==> config.mk <==
export PLATFORM = sky130hd
export DESIGN_NAME = mag_capture_ctrl
export DESIGN_NICKNAME = d
export VERILOG_FILES = /design/src/rtl/mag_capture_ctrl_pkg.sv /design/src/rtl/mag_capture_ctrl_iq_delay_line.sv /design/src/rtl/mag_capture_ctrl.sv
export SDC_FILE = /design/constraint.sdc
export NUM_CORES = 1
export LEC_CHECK = 0
export ABC_AREA = 1
export CORE_MARGIN = 1
export CORE_UTILIZATION = 53
export DETAILED_ROUTE_END_ITERATION = 6
export GPL_TIMING_DRIVEN = 0
export PLACE_DENSITY = 0.85
export SYNTH_ARGS = -nofsm -noshare
export SYNTH_HDL_FRONTEND = slang
export SYNTH_HIERARCHICAL = 1
export SYNTH_SLANG_ARGS = --single-unit
==> constraint.sdc <==
create_clock -name clk -period 3.5 [get_ports clk]
set_input_delay 0.7 -clock clk [delete_from_list [all_inputs] [get_ports clk]]
set_output_delay 0.7 -clock clk [all_outputs]
set_load 0.005 [all_outputs]
==> src/rtl/mag_capture_ctrl_pkg.sv <==
// rtl/mag_capture_ctrl_pkg.sv - shared state encoding and capture word layout
package mag_capture_ctrl_pkg;

  typedef enum logic [1:0] {
    ST_IDLE = 2'd0,
    ST_WAIT = 2'd1,
    ST_CAPT = 2'd2,
    ST_DONE = 2'd3
  } cap_state_e;

  localparam int unsigned SMP_W  = 20;
  localparam int unsigned WD_W   = 6 * SMP_W;
  localparam int unsigned OFF_I  = 100;
  localparam int unsigned OFF_Q  = 80;
  localparam int unsigned OFF_M1 = 60;
  localparam int unsigned OFF_M2 = 40;
  localparam int unsigned OFF_M3 = 20;
  localparam int unsigned OFF_M4 = 0;

  function automatic logic [WD_W-1:0] pack_word(
    input logic [SMP_W-1:0] i_s,
    input logic [SMP_W-1:0] q_s,
    input logic [SMP_W-1:0] m1,
    input logic [SMP_W-1:0] m2,
    input logic [SMP_W-1:0] m3,
    input logic [SMP_W-1:0] m4
  );
    logic [WD_W-1:0] w;
    w = '0;
    w[OFF_I  +: SMP_W] = i_s;
    w[OFF_Q  +: SMP_W] = q_s;
    w[OFF_M1 +: SMP_W] = m1;
    w[OFF_M2 +: SMP_W] = m2;
    w[OFF_M3 +: SMP_W] = m3;
    w[OFF_M4 +: SMP_W] = m4;
    return w;
  endfunction

endpackage

==> src/rtl/mag_capture_ctrl_iq_delay_line.sv <==
// rtl/mag_capture_ctrl_iq_delay_line.sv - resettable fixed-depth delay line
module iq_delay_line #(
  parameter int unsigned DEPTH = 4,
  parameter int unsigned WIDTH = 40
) (
  input  logic             clk,
  input  logic             reset_b,
  input  logic [WIDTH-1:0] din,
  output logic [WIDTH-1:0] dout
);

  generate
    if (DEPTH == 0) begin : g_pass
      assign dout = din;
    end else begin : g_pipe
      logic [WIDTH-1:0] stage_q [DEPTH];
      logic [WIDTH-1:0] stage_d [DEPTH];

      always_comb begin
        stage_d[0] = din;
        for (int k = 1; k < int'(DEPTH); k++) begin
          stage_d[k] = stage_q[k-1];
        end
      end

      always_ff @(posedge clk) begin
        for (int k = 0; k < int'(DEPTH); k++) begin
          if (!reset_b) begin
            stage_q[k] <= '0;
          end else begin
            stage_q[k] <= stage_d[k];
          end
        end
      end

      assign dout = stage_q[DEPTH-1];
    end
  endgenerate

endmodule

==> src/rtl/mag_capture_ctrl.sv <==
// rtl/mag_capture_ctrl.sv - triggered capture of aligned IQ plus basis magnitudes
module mag_capture_ctrl
  import mag_capture_ctrl_pkg::*;
#(
  parameter int unsigned MAG_LAT = 4,
  parameter int unsigned ADDR_W  = 10
) (
  input  logic              clk,
  input  logic              reset_b,
  input  logic [SMP_W-1:0]  sig_in_i,
  input  logic [SMP_W-1:0]  sig_in_q,
  input  logic [SMP_W-1:0]  mag_1,
  input  logic [SMP_W-1:0]  mag_2,
  input  logic [SMP_W-1:0]  mag_3,
  input  logic [SMP_W-1:0]  mag_4,
  input  logic              start,
  input  logic              abort,
  input  logic [ADDR_W:0]   cap_len,
  input  logic [15:0]       trig_dly,
  output logic              wr_en,
  output logic [ADDR_W-1:0] wr_addr,
  output logic [WD_W-1:0]   wr_data,
  output logic              busy,
  output logic              done,
  output logic              aborted,
  output logic [ADDR_W:0]   wr_count
);

  logic [2*SMP_W-1:0] iq_aligned;

  iq_delay_line #(
    .DEPTH(MAG_LAT),
    .WIDTH(2*SMP_W)
  ) u_iq_dly (
    .clk    (clk),
    .reset_b(reset_b),
    .din    ({sig_in_i, sig_in_q}),
    .dout   (iq_aligned)
  );

  cap_state_e        state_q, state_d;
  logic [ADDR_W:0]   len_q, len_d;
  logic [15:0]       dly_q, dly_d;
  logic              wr_en_q, wr_en_d;
  logic [ADDR_W-1:0] wr_addr_q, wr_addr_d;
  logic [WD_W-1:0]   wr_data_q, wr_data_d;
  logic [ADDR_W:0]   wr_count_q, wr_count_d;
  logic              busy_q, busy_d;
  logic              done_q, done_d;
  logic              aborted_q, aborted_d;

  always_comb begin
    state_d    = state_q;
    len_d      = len_q;
    dly_d      = dly_q;
    wr_en_d    = 1'b0;
    wr_addr_d  = wr_addr_q;
    wr_data_d  = wr_data_q;
    wr_count_d = wr_count_q;
    done_d     = 1'b0;
    aborted_d  = aborted_q;
    case (state_q)
      ST_IDLE: begin
        // abort outranks a coincident start
        if (start && !abort) begin
          len_d      = cap_len;
          dly_d      = trig_dly;
          wr_count_d = '0;
          wr_addr_d  = '0;
          aborted_d  = 1'b0;
          state_d    = (trig_dly == 16'd0) ? ST_CAPT : ST_WAIT;
        end
      end
      ST_WAIT: begin
        if (abort) begin
          state_d   = ST_IDLE;
          aborted_d = 1'b1;
        end else if (dly_q == 16'd1) begin
          state_d = ST_CAPT;
        end else begin
          dly_d = dly_q - 16'd1;
        end
      end
      ST_CAPT: begin
        if (abort) begin
          state_d   = ST_IDLE;
          aborted_d = 1'b1;
        end else if (wr_count_q == len_q) begin
          state_d   = ST_DONE;
          done_d    = 1'b1;
          wr_addr_d = '0;
        end else begin
          wr_en_d    = 1'b1;
          wr_addr_d  = wr_count_q[ADDR_W-1:0];
          wr_data_d  = pack_word(iq_aligned[2*SMP_W-1:SMP_W], iq_aligned[SMP_W-1:0],
                                 mag_1, mag_2, mag_3, mag_4);
          wr_count_d = wr_count_q + (ADDR_W+1)'(1);
        end
      end
      default: begin
        state_d = ST_IDLE;
      end
    endcase
    busy_d = (state_d == ST_WAIT) || (state_d == ST_CAPT);
  end

  always_ff @(posedge clk) begin
    if (!reset_b) begin
      state_q    <= ST_IDLE;
      len_q      <= '0;
      dly_q      <= '0;
      wr_en_q    <= 1'b0;
      wr_addr_q  <= '0;
      wr_data_q  <= '0;
      wr_count_q <= '0;
      busy_q     <= 1'b0;
      done_q     <= 1'b0;
      aborted_q  <= 1'b0;
    end else begin
      state_q    <= state_d;
      len_q      <= len_d;
      dly_q      <= dly_d;
      wr_en_q    <= wr_en_d;
      wr_addr_q  <= wr_addr_d;
      wr_data_q  <= wr_data_d;
      wr_count_q <= wr_count_d;
      busy_q     <= busy_d;
      done_q     <= done_d;
      aborted_q  <= aborted_d;
    end
  end

  assign wr_en    = wr_en_q;
  assign wr_addr  = wr_addr_q;
  assign wr_data  = wr_data_q;
  assign wr_count = wr_count_q;
  assign busy     = busy_q;
  assign done     = done_q;
  assign aborted  = aborted_q;

endmodule
### Ports around the boundary

Drawn at 3 px/um. Pins as bars across the die edge, other pins in gray.
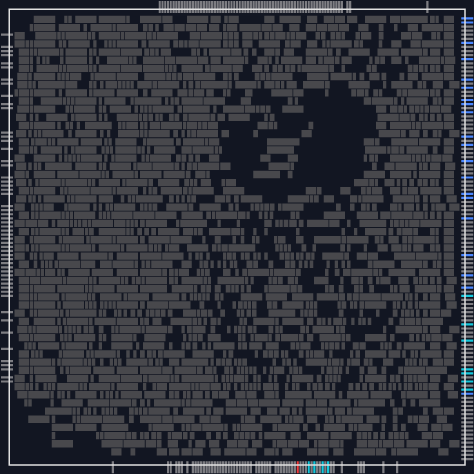
red -> abort  # pins 1, direction input, edge south
cyan -> cap_len  # pins 11, direction input, edge 7 east, 4 south
blue -> mag_2  # pins 20, direction input, edge east
all pins by edge = 109 east, 70 north, 63 south, 54 west
die width: 151.4 um
die height: 151.4 um
port bufs: 295

### Wires at chosen ports, followed through buffers

Drawn at 2 px/um.
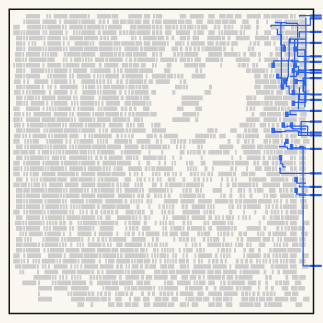
blue -> mag_2  # bits 20, direction input, end cells 20, buffers 20, wire 641 um
I/O pins: 296

==> summary.txt <==
flow finished, numbers: final worst setup slack=between 1 and 1.5 ns, synth top area cells=dfxtp_1 57%, nand2_1 13%, a21oi_1 6.9%, nand3_1 6.2%, inv_1 6.0%, Worst-path clk slew=roughly 0.060 ns, GRT Total Usage=0.2831, hold_sp=u_iq_dly/g_pipe.stage_q[2][38], Max Cap Viol=0, status=complete, no violations, Leak=7.151 nW, sequential share of the synthesized area=0.5654, fin util=0.7436, cells after synthesis=around 1,500, Reg-to-Reg Start=state_q[0], crit path max fanout=10, xor/xnor share of the synthesized area=0.002962, Final ANT Viol Nets=0, Max-slew headroom=0.5080, area grow syn2layout=37.21%, most frequent cells after synthesis=405 x nand2_1, 334 x dfxtp_1, 188 x inv_1, 163 x a21oi_1, 146 x nand3_1, Die Size=between 20,000 and 25,000 um2, tool warnings=30, hold buffer count at CTS=0, Floorplan Nets=between 1,500 and 2,000, top layer in use=met5, synth warn=6, global-route wire length before repair=49.98 mm, post-synthesis area per instance=about 7.9 um2, total power=approximately 8.1 mW, pre-CTS WS=between 0.6 and 0.7 ns, Final nets=around 2,000, met3 wire length=2.575 mm, logic area=between 3000 and 4000 um2, Post-Route WL=32.94 mm, Cell Pwr Density=between 400 and 500 nW/um2, CTS Buffer Depth=3, Req. time, crit path=a little under 4 ns, mapped cell area=about 12,000 um2, M1 GR Usage=0.3085, clk latency late pin=about 0.52 ns, CP Launch Point=reset_b, actual slew at the worst max-slew pin=between 0.7 and 0.8 ns, DR pass1 iterations=5, Top logic family=simple AND/OR/NAND/NOR gates, Compound-Gate Fraction of Synth Area=0.09659, flip-flops with a built-in enable=0, Worst Reg-to-Reg Cells=11, Simple-Gate Area Share=0.2197, setup_tns=0 ns, Fmax=419.0 MHz, post-CTS setup buffer count=0, Reg area=approximately 6700 um2, hold depth=2, Clock Skew=approximately 0.02 ns, CTS HTree Levels=2, Hold Crit Class=register to register, met3 Track Usage GR=0.05723, Post-synth ARST share=0, clk sink count=334, Remaining DRCs=0, reg-to-reg setup timing slack=between 1 and 1.5 ns, Placed Instance Area=around 15,000 um2, layout cells sized above 1=0.06714, largest net degree at the start of global routing=15, metal2 WL=~16 mm, fp_density=0.5419
### Cell outlines without signal wires

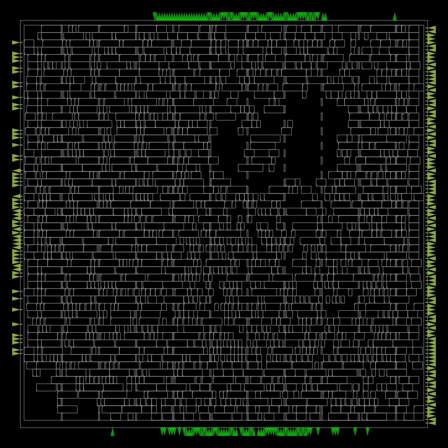
Layout Cells excl Fill: 2,128
n_taps: 280

### Signal wires by layer

Drawn at 2 px/um. Only two layers are drawn.
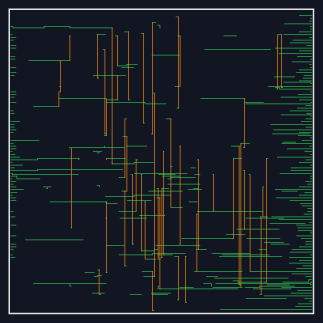
green -> M3  # wire length 2,580 um
orange -> M4  # wire length 1,690 um

[final cells by class]
type                            count  share of cell area
Clock inverter                      9            0.007017
Buffer                             87             0.02961
Clock buffer                       50             0.06045
Sequential cell                   334              0.4121
Tap cell                          280             0.02159
Inverter                          212             0.04904
Antenna cell                        1           0.0001542
Timing Repair Buffer              295              0.1820
Multi-Input combinational cell    860              0.2381
[cells in the final DEF (no fill, tap or decap), drive strengths merged]
cell / count
nand3: 147
o21ai: 44
o21bai: 1
clkinv: 7
nand2: 406
and2: 1
dfxtp: 334
nor4: 2
nor3: 9
a31oi: 6
clkbuf: 90
or3: 1
o31ai: 1
nor2: 55
o211ai: 3
buf: 47
diode: 1
xor2: 3
bufinv: 1
or2: 2
a21oi: 164
nand4: 4
xnor2: 1
nand3b: 1
a21boi: 2
clkdlybuf4s50: 295
ha: 7
inv: 213
[how the worst max path moves through the flow]
stage,end,slack [ns],cells past startpoint
floorplan,wr_count[8],1.75,10
global placement,wr_data[6],0.61,6
detailed placement,wr_data[6],0.66,6
CTS,busy,1.16,5
global route,wr_addr[8],0.88,11
finish,busy,1.11,5
[flip-flops by register name, summed over array words and instances (netlist names), 2 cells and up]
| signal | cells |
|---|---|
| len_q | 11 |
| u_iq_dly/g_pipe.stage_q | 160 |
| state_q | 2 |
| wr_count | 11 |
| wr_data | 120 |
| wr_addr | 10 |
| dly_q | 16 |
[logic make-up after synthesis]
family	Yosys count
AOI/OAI and AO/OA	221
xor gates and xnor gates	4
adders and majority gates	7
buffers and inverters	299
DFF	334
and+or+nand+nor	628
[report_power, final]
group	switching, mW	internal (mW)	total [mW]	leakage (nW)
sequential	0.0448	3.90	3.95	2.72
combinational	0.343	0.292	0.635	3.89
clock	1.47	2.04	3.51	0.539
total	1.86	6.24	8.09	7.15
Power is estimated from default activity; no workload was simulated.
